--- src/rtl/efi_spi_master.sv ---
// efi_spi_master: mode-0 SPI initiator for fixed-length frames; define EFI_SPI_MISO_SYNC_EN to add a 2-flop miso synchronizer
module efi_spi_master #(
  parameter int FRAME_BITS = 24,
  parameter int HALF = 4
) (
  input  logic                  clk,
  input  logic                  reset,
  input  logic                  start,
  input  logic [FRAME_BITS-1:0] tx_data,
  output logic [FRAME_BITS-1:0] rx_data,
  output logic                  busy,
  output logic                  done,
  output logic                  sck,
  output logic                  mosi,
  input  logic                  miso,
  output logic                  cs
);
  localparam int BW = $clog2(FRAME_BITS + 1);
  localparam logic [7:0] HM = 8'(HALF - 1);
  localparam logic [BW-1:0] NB = BW'(FRAME_BITS);
  localparam logic [BW-1:0] LB = BW'(FRAME_BITS - 1);
  typedef enum logic [2:0] {IDLE, SETUP, HIGH, LOW, GAP} state_t;
  state_t state;
  logic [7:0] cnt;
  logic [BW-1:0] bit_cnt;
  logic [FRAME_BITS-1:0] tx_sr, rx_sr;
  logic miso_s, half_end;
`ifdef EFI_SPI_MISO_SYNC_EN
  localparam logic [7:0] SAMPLE = HM;
  logic [1:0] miso_q;
  always_ff @(posedge clk or posedge reset)
    if (reset) miso_q <= '0;
    else miso_q <= {miso_q[0], miso};
  assign miso_s = miso_q[1];
  if (HALF < 3) begin : g_half_chk
    $error("efi_spi_master: HALF must be >= 3 with EFI_SPI_MISO_SYNC_EN");
  end
`else
  localparam logic [7:0] SAMPLE = 8'd0;
  assign miso_s = miso;
`endif
  assign half_end = cnt == HM;
  always_ff @(posedge clk or posedge reset) begin
    if (reset) begin
      state   <= IDLE;
      cnt     <= '0;
      bit_cnt <= '0;
      tx_sr   <= '0;
      rx_sr   <= '0;
      rx_data <= '0;
      busy    <= 1'b0;
      done    <= 1'b0;
      sck     <= 1'b0;
      mosi    <= 1'b0;
      cs      <= 1'b1;
    end else begin
      done <= 1'b0;
      cnt  <= (state == IDLE || half_end) ? 8'd0 : cnt + 8'd1;
      if (state == HIGH && cnt == SAMPLE) rx_sr <= {rx_sr[FRAME_BITS-2:0], miso_s};
      case (state)
        IDLE: if (start) begin
          tx_sr   <= tx_data;
          bit_cnt <= '0;
          mosi    <= tx_data[FRAME_BITS-1];
          cs      <= 1'b0;
          busy    <= 1'b1;
          state   <= SETUP;
        end
        SETUP: if (half_end) begin
          sck   <= 1'b1;
          state <= HIGH;
        end
        HIGH: if (half_end) begin
          sck     <= 1'b0;
          bit_cnt <= bit_cnt + 1'b1;
          state   <= LOW;
          if (bit_cnt != LB) begin
            tx_sr <= tx_sr << 1;
            mosi  <= tx_sr[FRAME_BITS-2];
          end
        end
        LOW: if (half_end) begin
          if (bit_cnt == NB) begin
            cs      <= 1'b1;
            done    <= 1'b1;
            rx_data <= rx_sr;
            state   <= GAP;
          end else begin
            sck   <= 1'b1;
            state <= HIGH;
          end
        end
        GAP: if (half_end) begin
          busy  <= 1'b0;
          state <= IDLE;
        end
        default: state <= IDLE;
      endcase
    end
  end
endmodule
--- config.mk ---
export PLATFORM = sky130hd
export DESIGN_NAME = efi_spi_master
export DESIGN_NICKNAME = d
export VERILOG_FILES = /design/src/rtl/efi_spi_master.sv
export SDC_FILE = /design/constraint.sdc
export NUM_CORES = 1
export LEC_CHECK = 0
export CAP_MARGIN = 25
export CORE_ASPECT_RATIO = 1.4
export CORE_MARGIN = 8
export CORE_UTILIZATION = 43
export CTS_CLUSTER_DIAMETER = 80
export CTS_CLUSTER_SIZE = 40
export DETAILED_ROUTE_END_ITERATION = 8
export PLACE_DENSITY = 0.65
export SLEW_MARGIN = 20
export SYNTH_ARGS = -nofsm -noshare
export SYNTH_HDL_FRONTEND = slang
export SYNTH_SLANG_ARGS = --single-unit
--- constraint.sdc ---
create_clock -name clk -period 5.8 [get_ports clk]
set_input_delay 1.16 -clock clk [delete_from_list [all_inputs] [get_ports clk]]
set_output_delay 1.16 -clock clk [all_outputs]
set_load 0.1 [all_outputs]
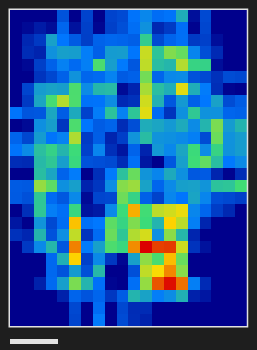
Figure 1: run 1, wire density map.
Bar = 20 um. The die is cut into 20 by 26 equal tiles; dark blue is low, red is high, scaled to the fullest tile. Values are wire area over tile area, all layers added.
The fullest tile reaches 0.38. The densest ninth of the die: south. 22% of the tiles are nearly empty. The mean over all tiles is 0.091. 12% of the tiles are over half the peak. The emptiest ninth of the die: south-east.
GRT Total Usage: 12.4%
via count: 2414
total length of routed wires: 7450 um
WL per Instance: 16.1 um

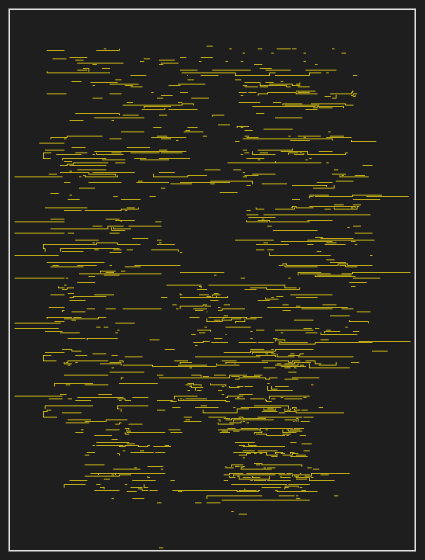
Figure 2: run 1, metal 1.
The wires run mostly horizontal. The layer holds 43% of the routed length. The longest straight run is 25.8 um. 332 nets have wire on it. The layer carries 3240 um of wire.

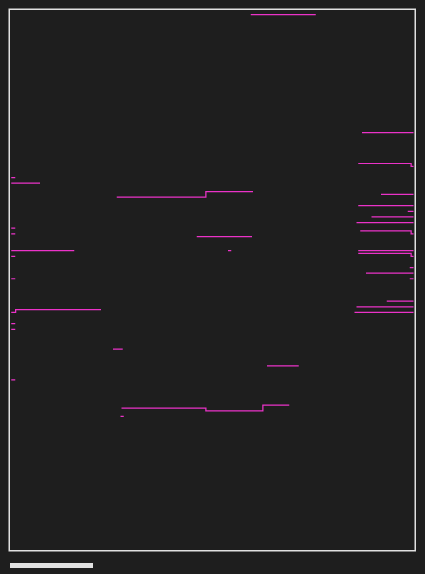
Figure 3: run 1, metal 3.
Bar = 20 um.
The longest straight run is 21.4 um. The layer holds 4.3% of the routed length. 30 nets have wire on it. The wires run mostly horizontal.

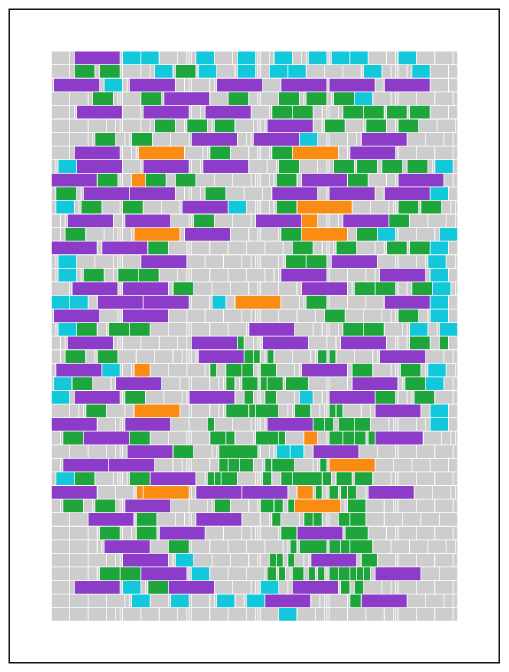
Figure 4: run 1, placed cells, one color a class.
Fill, decap, tap and diode cells in gray.
all other logic: drawn in green, cells 185. other buffers and delay cells: drawn in cyan, cells 60. clock drivers and dummy loads: drawn in orange, cells 16. flip-flops: drawn in purple, cells 92.

==> flow_metrics.tcl, run 1 <==
# metrics dict for downstream scripts
set metrics [dict create \
    status "complete, no violations" \
    ios 57 \
    fin_area_um2 4980 \
    num_antenna_cells 0 \
    crit-reg2reg-launch "cnt[0]" \
    final_max_slew_viol_count 0 \
    vdd_drop_max_mv 0.145 \
    setup_viol 0 \
    ys_warn_count 0 \
    cts_setup_buffers 0 \
    synth_area_um2 4040 \
    clock_sinks 92 \
    ys_seq_share_pct 57.1 \
    finalSetupTns_ps 0 \
    synth_nets 321 \
    placed_cell_area_um2 4680 \
    die_width_um 97.9 \
    fin_util_pct 53.6 \
    cp.arrival_ps 2000 \
    required_ps 4640 \
    coreArea_um2 9300 \
    common_cells "94 x mux2_2, 91 x dfrtp_1, 18 x nor2_1" \
    clk_pin_slew_ps 60 \
    final_antenna_net_count 0 \
    synth_top_area_share_pct 56.4 \
    topCellsByArea "dfrtp_1 56%, mux2_2 26%, nor2_1 1.7%" \
    ff_type "dfrtp_1" \
    cts_tree "yes" \
    grt_max_degree 52 \
    cts_resized 0 \
    cp-end-kind "output port" \
    rows 42 \
    max_slew_margin_pct 33.2 \
    max_cap_violations 0 \
    dp_worst_setup_slack_ps 2570 \
    insertion_delay_ps 340 \
    clockBufferDepth 2 \
    grt_overflow_total 0 \
    ys.flops 92 \
    grt_pass1_wl_um 12500 \
    critPathMaxStageDelay_ps 1130 \
    met2WireLength_um 3770 \
    die-area_um2 12800 \
    ys_area_um2 4040 \
    layout_min_cycle_time_ps 3160 \
    ys_cells 289 \
    top_area_cell "dfrtp_1" \
    first_pass_iters 4 \
    crit_family "buffers and inverters" \
    finalWorstSetupSlack_ps 2640 \
    drcViolationCount 0 \
    grt_pass1_vias 2533 \
    r2r_slack_ps 3430 \
    rr_worst_depth 6 \
    warnings 28 \
    grt_antenna_before_repair 0 \
    worstPathMaxFanout 2 \
    critical_path_class "register to output port" \
    period_used_pct 54.5 \
    path_depth 1 \
    dieHeight_um 131 \
    placed_cells_incl_taps 447 \
    wl_met3_um 321 \
    final_common_cell "mux2_2" \
    async_flop_share_pct 100 \
    startpoint_type "register" \
    dpl.hpwl_um 4990 \
    worstMarginPinSlew_ps 1000 \
    cp-startpoint "cs" \
    worstReg2RegEnd "rx_data[19]" \
    worstHoldPathType "register to register" \
    root_buffer "clkbuf_16" \
    crit_end "cs" \
    syn_avg_cell_area_um2 14.0 \
    fp_util_pct 43.4 \
    rsz0062_at_grt "false" \
    edf_count 0 \
    drtIter0Drc 77 \
    area_growth_pct 23.5 \
    power.leakage_nw 2.29 \
    netlist-cell-type-count 40 \
    fmax_ghz 0.316 \
    cts_htree_levels 3 \
    fin_skew_ps 8.01 \
    place_congestion 0.740 \
    cts-hold-fix-buffers 0 \
    p_per_area_nw_per_um2 263 \
    numCtsBuffers 9 \
    finalHoldWorstSlack_ps 499 \
    io_buffers 56 \
    viasPerCell 5.21 \
    crit_path_top_delay_cell "clkdlybuf4s50_1" \
    layout_top_cells "94 x mux2_2, 91 x dfrtp_1, 56 x clkdlybuf4s50_1, 18 x nor2_1, 9 x clkbuf_16" \
    met1_length_um 3240 \
    nNetsFinal 380 \
    drive_gt1_share_pct 35.4 \
    finalPower_mw 1.31 \
    fin_cells 463 \
    synth_cells 289 \
    path_cells "clkdlybuf4s50_1" \
    hold_viol_final 0 \
    cp_num_buf_inv 1 \
    top_cell "mux2_2" \
    highest_layer "met4" \
]
==> run 1: final cells by class <==
class / count / area [um2]
Clock buffer: 10 / 229
Clock inverter: 6 / 71.3
Fill cell: 811 / 4320
Inverter: 7 / 27.5
Multi-Input combinational cell: 178 / 1630
Sequential cell: 92 / 2300
Tap cell: 110 / 138
Timing Repair Buffer: 60 / 591
==> run 1: state kept, by name, summed over array words and instances, names as in the netlist, 3 cells and up <==
register,cells
tx_sr,23
bit_cnt,5
cnt,8
rx_sr,24
state,3
rx_data,24
==> run 1: cell families (layout without fill, tap and decap cells) <==
group | after synthesis | count (layout) | synth area share [%]
AND-OR/OR-AND | 16 | 16 | 2.54
XOR/XNOR | 8 | 8 | 1.74
adder cells (fa/ha/maj) | 4 | 4 | 1.24
buffers and inverters | 19 | 83 | 2.79
flip-flops | 92 | 92 | 57.1
multiplexers | 94 | 94 | 26.2
AND/OR/NAND/NOR | 56 | 56 | 8.40
==> run 1: metal layers <==
layer,up-vias,GRT usage (%)
li1,1142,-
met1,1226,14.5
met2,38,20.3
met3,8,3.66
met4,0,6.35
met5,-,0
==> run 1: worst min-delay path by stage <==
stage                          from         to  cells past startpoint
after floorplan           rx_sr[23]  rx_sr[23]                      1
after global placement     tx_sr[8]   tx_sr[8]                      1
after detailed placement         cs         cs                      2
after CTS                        cs         cs                      2
after global routing             cs         cs                      2
final                            cs         cs                      2
==> run 1: power by group <==
part | switching [mW] | internal (mW) | leakage, nW
clock | 0.247 | 0.338 | 0.140
combinational | 0.0310 | 0.0341 | 0.923
sequential | 0.00742 | 0.655 | 1.22
total | 0.286 | 1.03 | 2.29
## Run 2: what changed since run 1
--- a/config.mk
+++ b/config.mk
@@ -12,7 +12,7 @@
 export CTS_CLUSTER_DIAMETER = 80
 export CTS_CLUSTER_SIZE = 40
 export DETAILED_ROUTE_END_ITERATION = 8
-export PLACE_DENSITY = 0.65
+export PLACE_DENSITY = 0.68
 export SLEW_MARGIN = 20
 export SYNTH_ARGS = -nofsm -noshare
 export SYNTH_HDL_FRONTEND = slang
==> constraint.sdc (replaced) <==
create_clock -name clk -period 2.6 [get_ports clk]
set_input_delay 0.52 -clock clk [delete_from_list [all_inputs] [get_ports clk]]
set_output_delay 0.52 -clock clk [all_outputs]
set_load 0.1 [all_outputs]
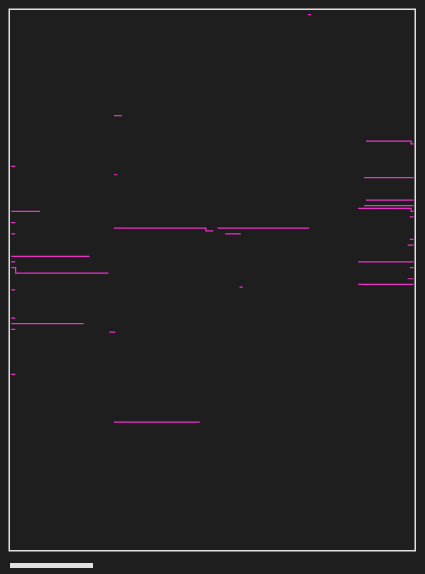
Figure 5: run 2, metal 3.
Bar = 20 um.
The layer carries 237 um of wire. The longest straight run is 22.3 um. The layer holds 3.3% of the routed length. The wires run mostly horizontal. 26 nets have wire on it.

==> run 2 against run 1 <==
Synthesized cell count unchanged. Critical path depth grew 5. Register-to-register slack lost 3000 ps. Largest power group unchanged. Worst setup slack got worse by 2200 ps. Critical path type is now register to register. Sequential share of layout area increased by 0.17 points. Largest cell class unchanged. Flip-flop count stayed put.
==> flow_metrics.tcl, run 2 <==
# metrics dict for downstream scripts
set metrics [dict create \
    cp-startpoint "cnt[0]" \
    grt_max_degree 55 \
    status "complete, no violations" \
    grt_pass1_wl_um 12500 \
    num_vias 2401 \
    clockBufferDepth 2 \
    internal_power_mw 2.22 \
    ys_area_um2 4040 \
    netlist-cell-type-count 40 \
    met1_usage_pct 14.5 \
    drcViolationCount 0 \
    cts-hold-fix-buffers 0 \
    synth_area_um2 4040 \
    busiest_layer "met2" \
    viasPerCell 5.15 \
    common_cells "94 x mux2_2, 91 x dfrtp_1, 18 x nor2_1" \
    grt_overflow_total 0 \
    hold_start "cs" \
    startpoint_type "register" \
    num_antenna_cells 0 \
    ff_type "dfrtp_1" \
    grt_pass1_vias 2538 \
    area_growth_pct 23.0 \
    power.leakage_nw 2.36 \
    finalSetupTns_ps 0 \
    worstHoldPathType "register to register" \
    max_slew_margin_pct 61.6 \
    cts_htree_levels 3 \
    drt-wirelength-per-cell_um 15.6 \
    drive_gt1_share_pct 43.8 \
    r2r_slack_ps 430 \
    ys_warn_count 0 \
    numCtsBuffers 9 \
    period_used_pct 83.3 \
    nNetsFinal 383 \
    fin_skew_ps 6.22 \
    crit-reg2reg-launch "cnt[0]" \
    ios 57 \
    met1_length_um 3170 \
    warnings 28 \
    required_ps 2820 \
    ys.flops 92 \
    final_common_cell "mux2_2" \
    gr-usage-met3_pct 2.70 \
    swShare_pct 21.8 \
    critical_path_class "register to register" \
    top_area_cell "dfrtp_1" \
    cts_tree "yes" \
    edf_count 0 \
    highest_layer "met4" \
    setup_viol 0 \
    worstPathMaxFanout 27 \
    io_buffers 56 \
    synth_nets 321 \
    place_congestion 0.749 \
    clk_pin_slew_ps 60 \
    layout_min_cycle_time_ps 2170 \
    vdd_drop_max_mv 0.385 \
    topCellsByArea "dfrtp_1 56%, mux2_2 26%, nor2_1 1.7%" \
    layout_top_cells "94 x mux2_2, 91 x dfrtp_1, 32 x buf_4, 27 x clkdlybuf4s50_1, 18 x nor2_1" \
    die-area_um2 12800 \
    first_pass_iters 4 \
    insertion_delay_ps 330 \
    ys_seq_share_pct 57.1 \
    placed_cells_incl_taps 450 \
    die_width_um 97.9 \
    fmax_ghz 0.462 \
    dpl.hpwl_um 4960 \
    cts_setup_buffers 0 \
    wl_met3_um 236 \
    pwr-share-seq_pct 52.1 \
    rsz0062_at_grt "false" \
    pwr-share-comb_pct 5.2 \
    async_flop_share_pct 100 \
    coreArea_um2 9300 \
    clkPwrFrac_pct 42.7 \
    met2_usage_pct 20.6 \
    met2WireLength_um 3710 \
    grt_antenna_before_repair 0 \
    power.switching_mw 0.619 \
    hold_viol_final 0 \
    fp_util_pct 43.4 \
    dieHeight_um 131 \
    cp-end-kind "register" \
    top_regs "rx_data (24), rx_sr (24), tx_sr (23)" \
    p_per_area_nw_per_um2 572 \
    synth_cells 289 \
    top_cell "mux2_2" \
    drtIter0Drc 128 \
    worstMarginPinSlew_ps 573 \
    cts_resized 0 \
    syn_avg_cell_area_um2 14.0 \
    ys_cells 289 \
    max_cap_violations 0 \
    cp.arrival_ps 2380 \
    fin_cells 466 \
    clock_sinks 92 \
    wl_um 7260 \
    synth_top_area_share_pct 56.4 \
    rows 42 \
    track_usage_pct 12.2 \
    root_buffer "clkbuf_16" \
    final_antenna_net_count 0 \
]
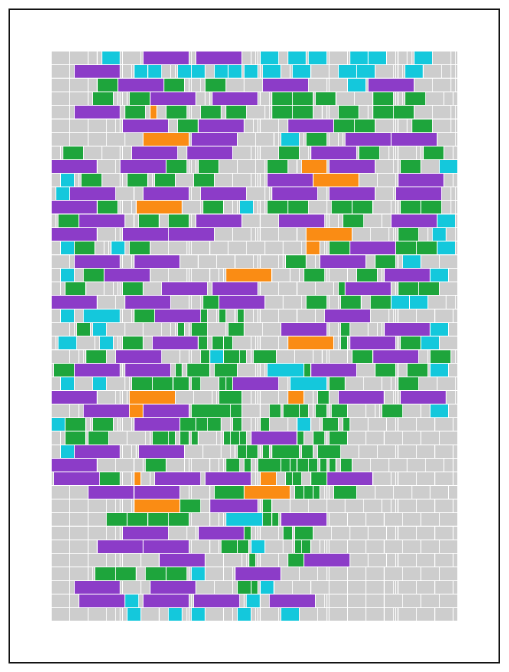
Figure 6: run 2, placed cells, one color a class.
Fill, decap, tap and diode cells in gray.
other buffers and delay cells: drawn in cyan, cells 63. all other logic: drawn in green, cells 185. clock drivers and dummy loads: drawn in orange, cells 16. flip-flops: drawn in purple, cells 92.
fin area: 4970 um2
sequential share of cell area: 46.4%

==> run 2: cell counts after synthesis <==
No cell type changed its count.
==> run 2: cell type report <==
cell class	instances	area [um2]
Clock inverter	4	32.5
Sequential cell	92	2300
Timing Repair Buffer	63	591
Inverter	7	30.0
Multi-Input combinational cell	178	1630
Clock buffer	12	246
Fill cell	776	4340
Tap cell	110	138
==> run 2: final timing paths <==
path	endpoint	cells past startpoint
worst min register to register	cs	2
max in group asynchronous	tx_sr[8]	3
worst max register to register	rx_data[2]	6
worst max-delay path	rx_data[2]	6
min in group asynchronous	rx_data[13]	3
worst min-delay path	cs	2
==> run 2: power groups by stage <==
| stage | Combinational [mW] | Sequential (mW) | Clock, mW |
|---|---|---|---|
| floorplan | 0.0664 | 1.52 | 0 |
| global placement | 0.150 | 1.50 | 0 |
| detailed placement | 0.152 | 1.51 | 0 |
| CTS | 0.153 | 1.48 | 1.26 |
| global route | 0.164 | 1.48 | 1.31 |
| finish | 0.149 | 1.48 | 1.21 |
==> run 2: cell families after synthesis <==
logic type      synth area share, %
flops                          57.1
xor+xnor                       1.74
compound gates                 2.54
buf+inv                        2.79
simple gates                   8.40
fa+ha+maj                      1.24
mux                            26.2
==> run 2: worst max-delay path, stage by stage (launching register included) <==
cell and delay (ps):
dfrtp_1 430, ha_1 280, nor3b_2 340, nand2_2 210
nor3_4 200, buf_12 220, mux2_2 350
==> run 2: per-stage QoR <==
stage	total power, mW	utilization, %	hold WS, ps	area, um2	setup WS (ps)
2_1_floorplan	1.59	-	474	4040	577
3_3_place_gp	1.65	50.4	462	4690	365
3_5_place_dp	1.66	50.4	492	4690	347
4_1_cts	2.89	53.4	503	4970	404
5_1_grt	2.96	53.4	518	4970	279
6_report	2.84	53.4	494	4970	433
Power is estimated from default activity; no workload was simulated.
